$ cat src/rtl/vga_pattern_timing_gen.sv
// VGA raster timing generator with a selectable 24-bit test pattern.
// One register stage between the raster counters and every output, so hs/vs/de/data/frame_start
// for counter position (h,v) all appear together one clock after the counters hold (h,v).
module vga_pattern_timing_gen #(
    parameter int unsigned H_ACTIVE = 640,
    parameter int unsigned H_FP     = 16,
    parameter int unsigned H_SYNC   = 96,
    parameter int unsigned H_BP     = 48,
    parameter int unsigned V_ACTIVE = 480,
    parameter int unsigned V_FP     = 10,
    parameter int unsigned V_SYNC   = 2,
    parameter int unsigned V_BP     = 33,
    parameter bit          HS_POL   = 1'b0,
    parameter bit          VS_POL   = 1'b0
) (
    input  logic        clk,
    input  logic        rst,
    input  logic [1:0]  mode,
    input  logic [23:0] solid_color,
    output logic [23:0] vga_data,
    output logic        hs,
    output logic        vs,
    output logic        de,
    output logic        frame_start
);

    localparam int unsigned H_TOTAL = H_ACTIVE + H_FP + H_SYNC + H_BP;
    localparam int unsigned V_TOTAL = V_ACTIVE + V_FP + V_SYNC + V_BP;
    // At least 8 bits so the gradient and checkerboard can slice low counter bits directly.
    localparam int HW = ($clog2(H_TOTAL) > 8) ? $clog2(H_TOTAL) : 8;
    localparam int VW = ($clog2(V_TOTAL) > 8) ? $clog2(V_TOTAL) : 8;
    localparam int unsigned BAR_W = H_ACTIVE / 8;
    localparam int BW = ($clog2(BAR_W) > 1) ? $clog2(BAR_W) : 1;

    localparam logic [HW-1:0] H_LAST     = HW'(H_TOTAL - 1);
    localparam logic [VW-1:0] V_LAST     = VW'(V_TOTAL - 1);
    localparam logic [HW-1:0] H_ACT_END  = HW'(H_ACTIVE);
    localparam logic [VW-1:0] V_ACT_END  = VW'(V_ACTIVE);
    localparam logic [HW-1:0] H_SYNC_BEG = HW'(H_ACTIVE + H_FP);
    localparam logic [HW-1:0] H_SYNC_END = HW'(H_ACTIVE + H_FP + H_SYNC);
    localparam logic [VW-1:0] V_SYNC_BEG = VW'(V_ACTIVE + V_FP);
    localparam logic [VW-1:0] V_SYNC_END = VW'(V_ACTIVE + V_FP + V_SYNC);
    localparam logic [BW-1:0] BAR_LAST   = BW'(BAR_W - 1);

    logic [HW-1:0] h_cnt;
    logic [VW-1:0] v_cnt;
    // Low for the single cycle after reset release: counters hold (0,0) one extra edge.
    logic          running;
    logic [BW-1:0] bar_px;
    logic [2:0]    bar_idx;
    logic [1:0]    shadow_mode;
    logic [23:0]   shadow_color;

    logic          at_origin;
    logic [1:0]    eff_mode;
    logic [23:0]   eff_color;
    logic          h_act;
    logic          v_act;
    logic          de_c;
    logic          hsync_c;
    logic          vsync_c;
    logic [7:0]    grad_b;
    logic [23:0]   bar_color;
    logic [23:0]   pix;

    // Raster counters plus the bar sub-counter that replaces a divide by BAR_W.
    always_ff @(posedge clk) begin
        if (rst) begin
            h_cnt   <= '0;
            v_cnt   <= '0;
            running <= 1'b0;
            bar_px  <= '0;
            bar_idx <= '0;
        end else if (!running) begin
            running <= 1'b1;
        end else if (h_cnt == H_LAST) begin
            h_cnt   <= '0;
            bar_px  <= '0;
            bar_idx <= '0;
            v_cnt   <= (v_cnt == V_LAST) ? '0 : v_cnt + 1'b1;
        end else begin
            h_cnt <= h_cnt + 1'b1;
            if (bar_px == BAR_LAST) begin
                bar_px  <= '0;
                bar_idx <= bar_idx + 3'd1;
            end else begin
                bar_px <= bar_px + 1'b1;
            end
        end
    end

    // Pattern and sync decode for the current counter position.
    always_comb begin
        at_origin = running && (h_cnt == '0) && (v_cnt == '0);
        // The capture at (0,0) must already govern pixel (0,0), so bypass the shadow there.
        eff_mode  = at_origin ? mode : shadow_mode;
        eff_color = at_origin ? solid_color : shadow_color;
        h_act     = h_cnt < H_ACT_END;
        v_act     = v_cnt < V_ACT_END;
        de_c      = h_act && v_act;
        hsync_c   = (h_cnt >= H_SYNC_BEG) && (h_cnt < H_SYNC_END);
        vsync_c   = (v_cnt >= V_SYNC_BEG) && (v_cnt < V_SYNC_END);
        grad_b    = h_cnt[7:0] + v_cnt[7:0];

        bar_color = 24'h000000;
        unique case (bar_idx)
            3'd0: bar_color = 24'hFFFFFF;
            3'd1: bar_color = 24'hFFFF00;
            3'd2: bar_color = 24'h00FFFF;
            3'd3: bar_color = 24'h00FF00;
            3'd4: bar_color = 24'hFF00FF;
            3'd5: bar_color = 24'hFF0000;
            3'd6: bar_color = 24'h0000FF;
            3'd7: bar_color = 24'h000000;
        endcase

        pix = 24'h000000;
        unique case (eff_mode)
            2'd0: pix = bar_color;
            2'd1: pix = {h_cnt[7:0], v_cnt[7:0], grad_b};
            2'd2: pix = eff_color;
            2'd3: pix = (h_cnt[5] ^ v_cnt[5]) ? 24'h000000 : 24'hFFFFFF;
        endcase
    end

    // Pattern settings are frozen for a whole frame, sampled at the raster origin.
    always_ff @(posedge clk) begin
        if (rst) begin
            shadow_mode  <= 2'd0;
            shadow_color <= 24'h000000;
        end else if (at_origin) begin
            shadow_mode  <= mode;
            shadow_color <= solid_color;
        end
    end

    // Output register stage; held at idle values until the raster is running.
    always_ff @(posedge clk) begin
        if (rst || !running) begin
            vga_data    <= 24'h000000;
            de          <= 1'b0;
            hs          <= ~HS_POL;
            vs          <= ~VS_POL;
            frame_start <= 1'b0;
        end else begin
            vga_data    <= de_c ? pix : 24'h000000;
            de          <= de_c;
            hs          <= hsync_c ? HS_POL : ~HS_POL;
            vs          <= vsync_c ? VS_POL : ~VS_POL;
            frame_start <= at_origin;
        end
    end

endmodule

$ cat config.mk
export PLATFORM = sky130hd
export DESIGN_NAME = vga_pattern_timing_gen
export DESIGN_NICKNAME = d
export VERILOG_FILES = /design/src/rtl/vga_pattern_timing_gen.sv
export SDC_FILE = /design/constraint.sdc
export NUM_CORES = 1
export LEC_CHECK = 0
export ABC_AREA = 1
export CORE_UTILIZATION = 50
export DETAILED_ROUTE_END_ITERATION = 10
export PLACE_DENSITY = 0.73
export RECOVER_POWER = 25
export SETUP_SLACK_MARGIN = 0.3
export SYNTH_ARGS = -nofsm -noshare
export SYNTH_HDL_FRONTEND = slang
export SYNTH_SLANG_ARGS = --single-unit
$ cat constraint.sdc
create_clock -name clk -period 3.92 [get_ports clk]
set_input_delay 0.784 -clock clk [delete_from_list [all_inputs] [get_ports clk]]
set_output_delay 0.784 -clock clk [all_outputs]
set_load 0.01 [all_outputs]
==> flow_summary_export.csv, run 1 <==
group,metric,value,unit
cells_and_area,logic_area,2308,um2
final_timing,max_slew.worst_pin.slew,0.8187,ns
place,place_worst_setup_slack,1.016,ns
route,avgViaCountPerCell,5.482,
route,drc,0,
clocking,cts_hold_repair.buffers,0,
cells_and_area,syn_to_final_growth,17.40,%
status,outcome,"finished, final reports clean",
power_and_ir_drop,net_sw_share,29.10,%
worst_hold_path,min-delay-path-class,"flop to flop",
cells_and_area,final_cell_count_no_fill,795,
cells_and_area,proportion_of_cell_area_occupied_by_multi_input_gates,43.82,%
power_and_ir_drop,total_power_after_layout,2.039,mW
grt,grt_first_pass_wirelength,20030,um
synth,commonest_flop,"sky130_fd_sc_hd__dfxtp_1",
power_and_ir_drop,powerSeq,0.957,mW
cells_and_area,logic_gate_count,456,
power_and_ir_drop,share_of_power_burned_in_registers,46.9,%
die,area_enclosed_by_the_die_boundary,9357,um2
synth,postSynthNetCount,680,
synth,yosysChipArea,4487,um2
setup_path,worst_setup_path_end_kind,"flop",
die,die_w,96.73,um
place,detailed_place.area,5057,um2
clocking,tritoncts,"built",
die,fp_util,51.45,%
final_timing,report.final.hold_viol_count,0,
die,rows,34,
grt,grt_pass1_vias,4227,
worst_hold_path,min_to,"shadow_color[20]",
clocking,cts_max_path_buffers,2,
final_timing,totalNegativeSetupSlack,0,ns
synth,yosys.area.top_type,"sky130_fd_sc_hd__dfxtp_1",
place,place_hpwl,8525,um
run,max_cap_violations,0,
run 1: flip-flops by register name, indices dropped and copies added (netlist names):
register / cells
bar_color: 3
bar_idx: 3
bar_px: 7
de: 1
frame_start: 1
h_cnt: 10
hs: 1
running: 1
shadow_color: 24
shadow_mode: 2
v_cnt: 10
vga_data: 24
vs: 1
run 1: per-layer routing:
metal,vias up,global-route usage (%),share of wire (%)
li1,2194,-,-
met1,1977,35.15,45
met2,166,42.52,46
met3,21,4.986,6.9
met4,0,9.414,2.2
met5,-,0,0
run 1: worst max-delay path, stage by stage (launching register included):
cell	delay, ns
sky130_fd_sc_hd__dfxtp_1	0.38
sky130_fd_sc_hd__inv_1	0.18
sky130_fd_sc_hd__ha_1	0.24
sky130_fd_sc_hd__nand2_1	0.10
sky130_fd_sc_hd__nor2_4	0.41
sky130_fd_sc_hd__nand3_4	0.38
sky130_fd_sc_hd__nand2_2	0.17
sky130_fd_sc_hd__nand2_2	0.29
sky130_fd_sc_hd__nand3_4	0.36
sky130_fd_sc_hd__nand3_1	0.14
sky130_fd_sc_hd__nor2_1	0.12
sky130_fd_sc_hd__nor2_1	0.06
run 1: worst max path at each step:
stage,cells after the start,slack [ns],endpoint
floorplan,14,2.13,vga_data[7]
global placement,11,1.12,vga_data[1]
detailed placement,11,1.02,vga_data[21]
CTS,11,1.01,vga_data[21]
global route,11,0.72,vga_data[21]
finish,11,0.92,vga_data[21]
run 1: logic make-up (layout without fill, tap and decap cells):
logic type      after synthesis  in the layout  share of synthesized area, %
flops                        88             88                         39.26
fa+ha+maj                    14             14                         4.071
compound gates               59             59                         6.888
xor+xnor                      8              8                         1.561
buf+inv                      94            143                         9.063
simple gates                375            375                         39.15
run_1/class_map.png
Bar = 20 um.
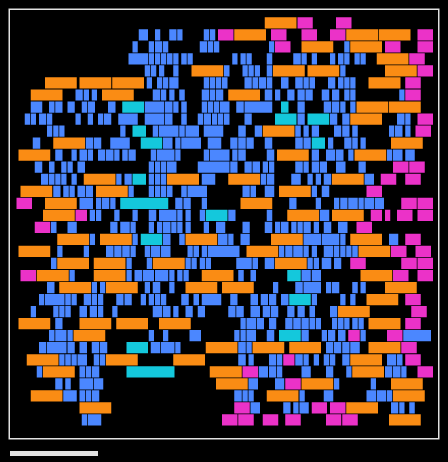
color	class	cells	share of their area
cyan	clock drivers and dummy loads	16	4.4%
blue	remaining logic cells	523	50%
orange	registers	88	34%
magenta	remaining buffers and delay cells	60	11%
fraction of area in registers: 33.44%
post-layout utilization of the core: 60.40%

run_1/congestion_map.png
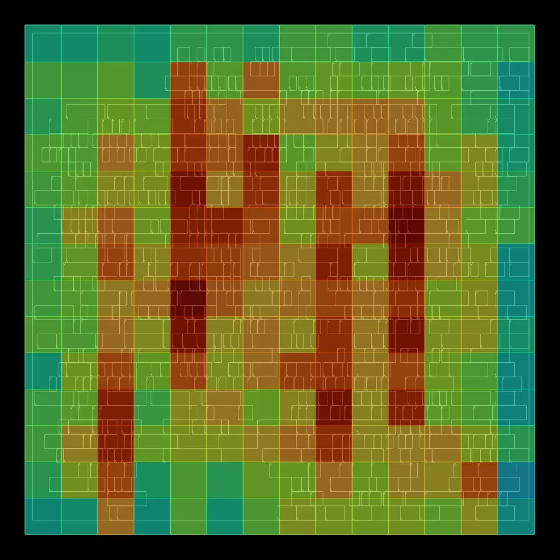
GR met1 Demand/Resource: 35.15%
Tot GR Track Use: 26.35%
most used routing layer: met2
met2 Resource Use GR: 42.52%

run_1/clock_wires.png
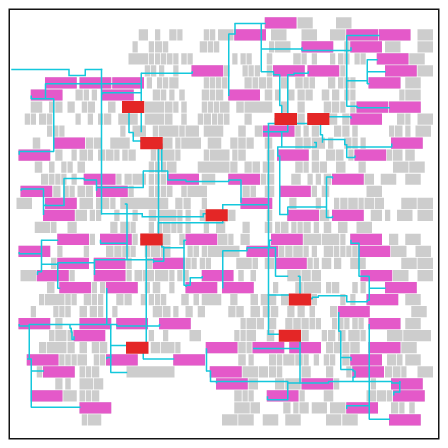
[red] clock-net drivers | count: 9
[cyan] clock wires | length: 1,100 um
[magenta] flip-flops | count: 88
routed clock nets	10
flops lie	spread over the die
power consumed by the clock network: 0.721 mW
post-route clock skew: 0.01390 ns

run_1/ff_map.png
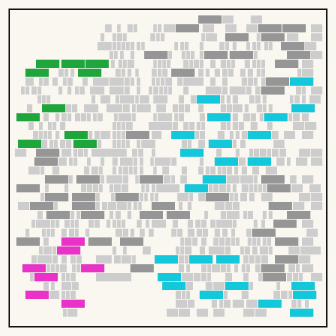

## Run 2: what changed since run 1
- clock period: 3.92 -> 2.8 ns (I/O delays scaled with it)
run_2/ff_map.png
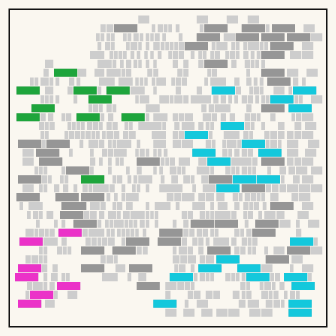
color	name in the netlist	flops
magenta	bar_px	7
cyan	shadow_color	24
green	v_cnt	10

==> flow_summary_export.csv, run 2 <==
group,metric,value,unit
status,outcome,"finished, final reports clean",
power_and_ir_drop,net_sw_share,30.39,%
setup_path,cp_common_cell,"sky130_fd_sc_hd__nor2_1",
setup_path,cp_cell_sequence,"ha_1, nand3_1, nor2_1, nand2_1, nor2_1, inv_2, nand2_1, inv_1, nor2_1, inv_1, o21ai_0, nor2_1",
place,place_hpwl,8478,um
grt,grt_first_pass_wirelength,19040,um
worst_hold_path,min-delay-path-class,"flop to flop",
final_timing,finalClockSkew,0.01263,ns
clocking,cts_max_path_buffers,2,
die,area_enclosed_by_the_die_boundary,9357,um2
setup_path,crit_path_max_incr_delay,0.45,ns
power_and_ir_drop,powerSeq,1.34,mW
synth,postSynthNetCount,680,
synth,commonest_flop,"sky130_fd_sc_hd__dfxtp_1",
final_timing,totalNegativeSetupSlack,0,ns
clocking,cts_hold_repair.buffers,0,
grt,track_usage,25.15,%
power_and_ir_drop,share_of_power_burned_in_registers,49.5,%
setup_path,standard_cell_with_the_maximum_stage_delay_on_the_critical_path,"sky130_fd_sc_hd__dfxtp_1",
final_timing,max_slew.worst_pin.slew,0.7164,ns
run,max_cap_violations,0,
setup_path,critical_path_buf_inv_count,3,
route,drc,0,
synth,yosys.area.top_type,"sky130_fd_sc_hd__dfxtp_1",
die,die_w,96.73,um
final_timing,report.final.hold_viol_count,0,
die,rows,34,
run 2: cell counts after synthesis:
Identical to the previous run, type by type.
run 2: layout make-up:
| cell class | instances | area, um2 | area share [%] |
|---|---|---|---|
| multi-input combinational | 457 | 2326 | 43.62 |
| inverter | 67 | 254.0 | 4.763 |
| sequential | 88 | 1763 | 33.06 |
| antenna | 1 | 2.502 | 0.04693 |
| clock buffer | 10 | 137.6 | 2.581 |
| timing repair buffer | 70 | 663.1 | 12.44 |
| tap | 108 | 135.1 | 2.534 |
| clock inverter | 6 | 51.30 | 0.9620 |
run 2: final timing paths:
path	from	end	depth (start not counted)
worst max-delay path	h_cnt[1]	v_cnt[6]	12
worst min-delay path	shadow_color[0]	shadow_color[0]	2
worst max register to register	h_cnt[1]	v_cnt[6]	12
worst min register to register	shadow_color[0]	shadow_color[0]	2
run 2: routing by layer:
layer | share of wire (%) | GRT usage, % | vias up
li1 | - | - | 2215
met1 | 45 | 31.96 | 2006
met2 | 45 | 40.85 | 177
met3 | 6.5 | 4.769 | 28
met4 | 3.5 | 12.51 | 0
met5 | 0 | 0 | -
run 2: stage by stage:
step           instance area [um2]  power [mW]  hold WS (ns)  instances
4_1_cts                       5299       2.713        0.4771        802
6_report                      5333       2.716        0.4772        807
2_1_floorplan                 4487       1.708        0.4514        638
3_5_place_dp                  5110       1.878        0.4650        786
3_3_place_gp                  5110       1.869        0.4606        786
5_1_grt                       5330       2.846        0.4965        806
run 2: kinds of logic (layout without fill, tap and decap cells):
family                     Yosys count  in the layout  share of synthesized area, %
AOI/OAI and AO/OA                   59             59                         6.888
xor gates and xnor gates             8              8                         1.561
adders and majority gates           14             14                         4.071
buffers and inverters               94            153                         9.063
DFF                                 88             88                         39.26
other                                0              1                             0
and+or+nand+nor                    375            376                         39.15
Power is estimated from default activity; no workload was simulated.
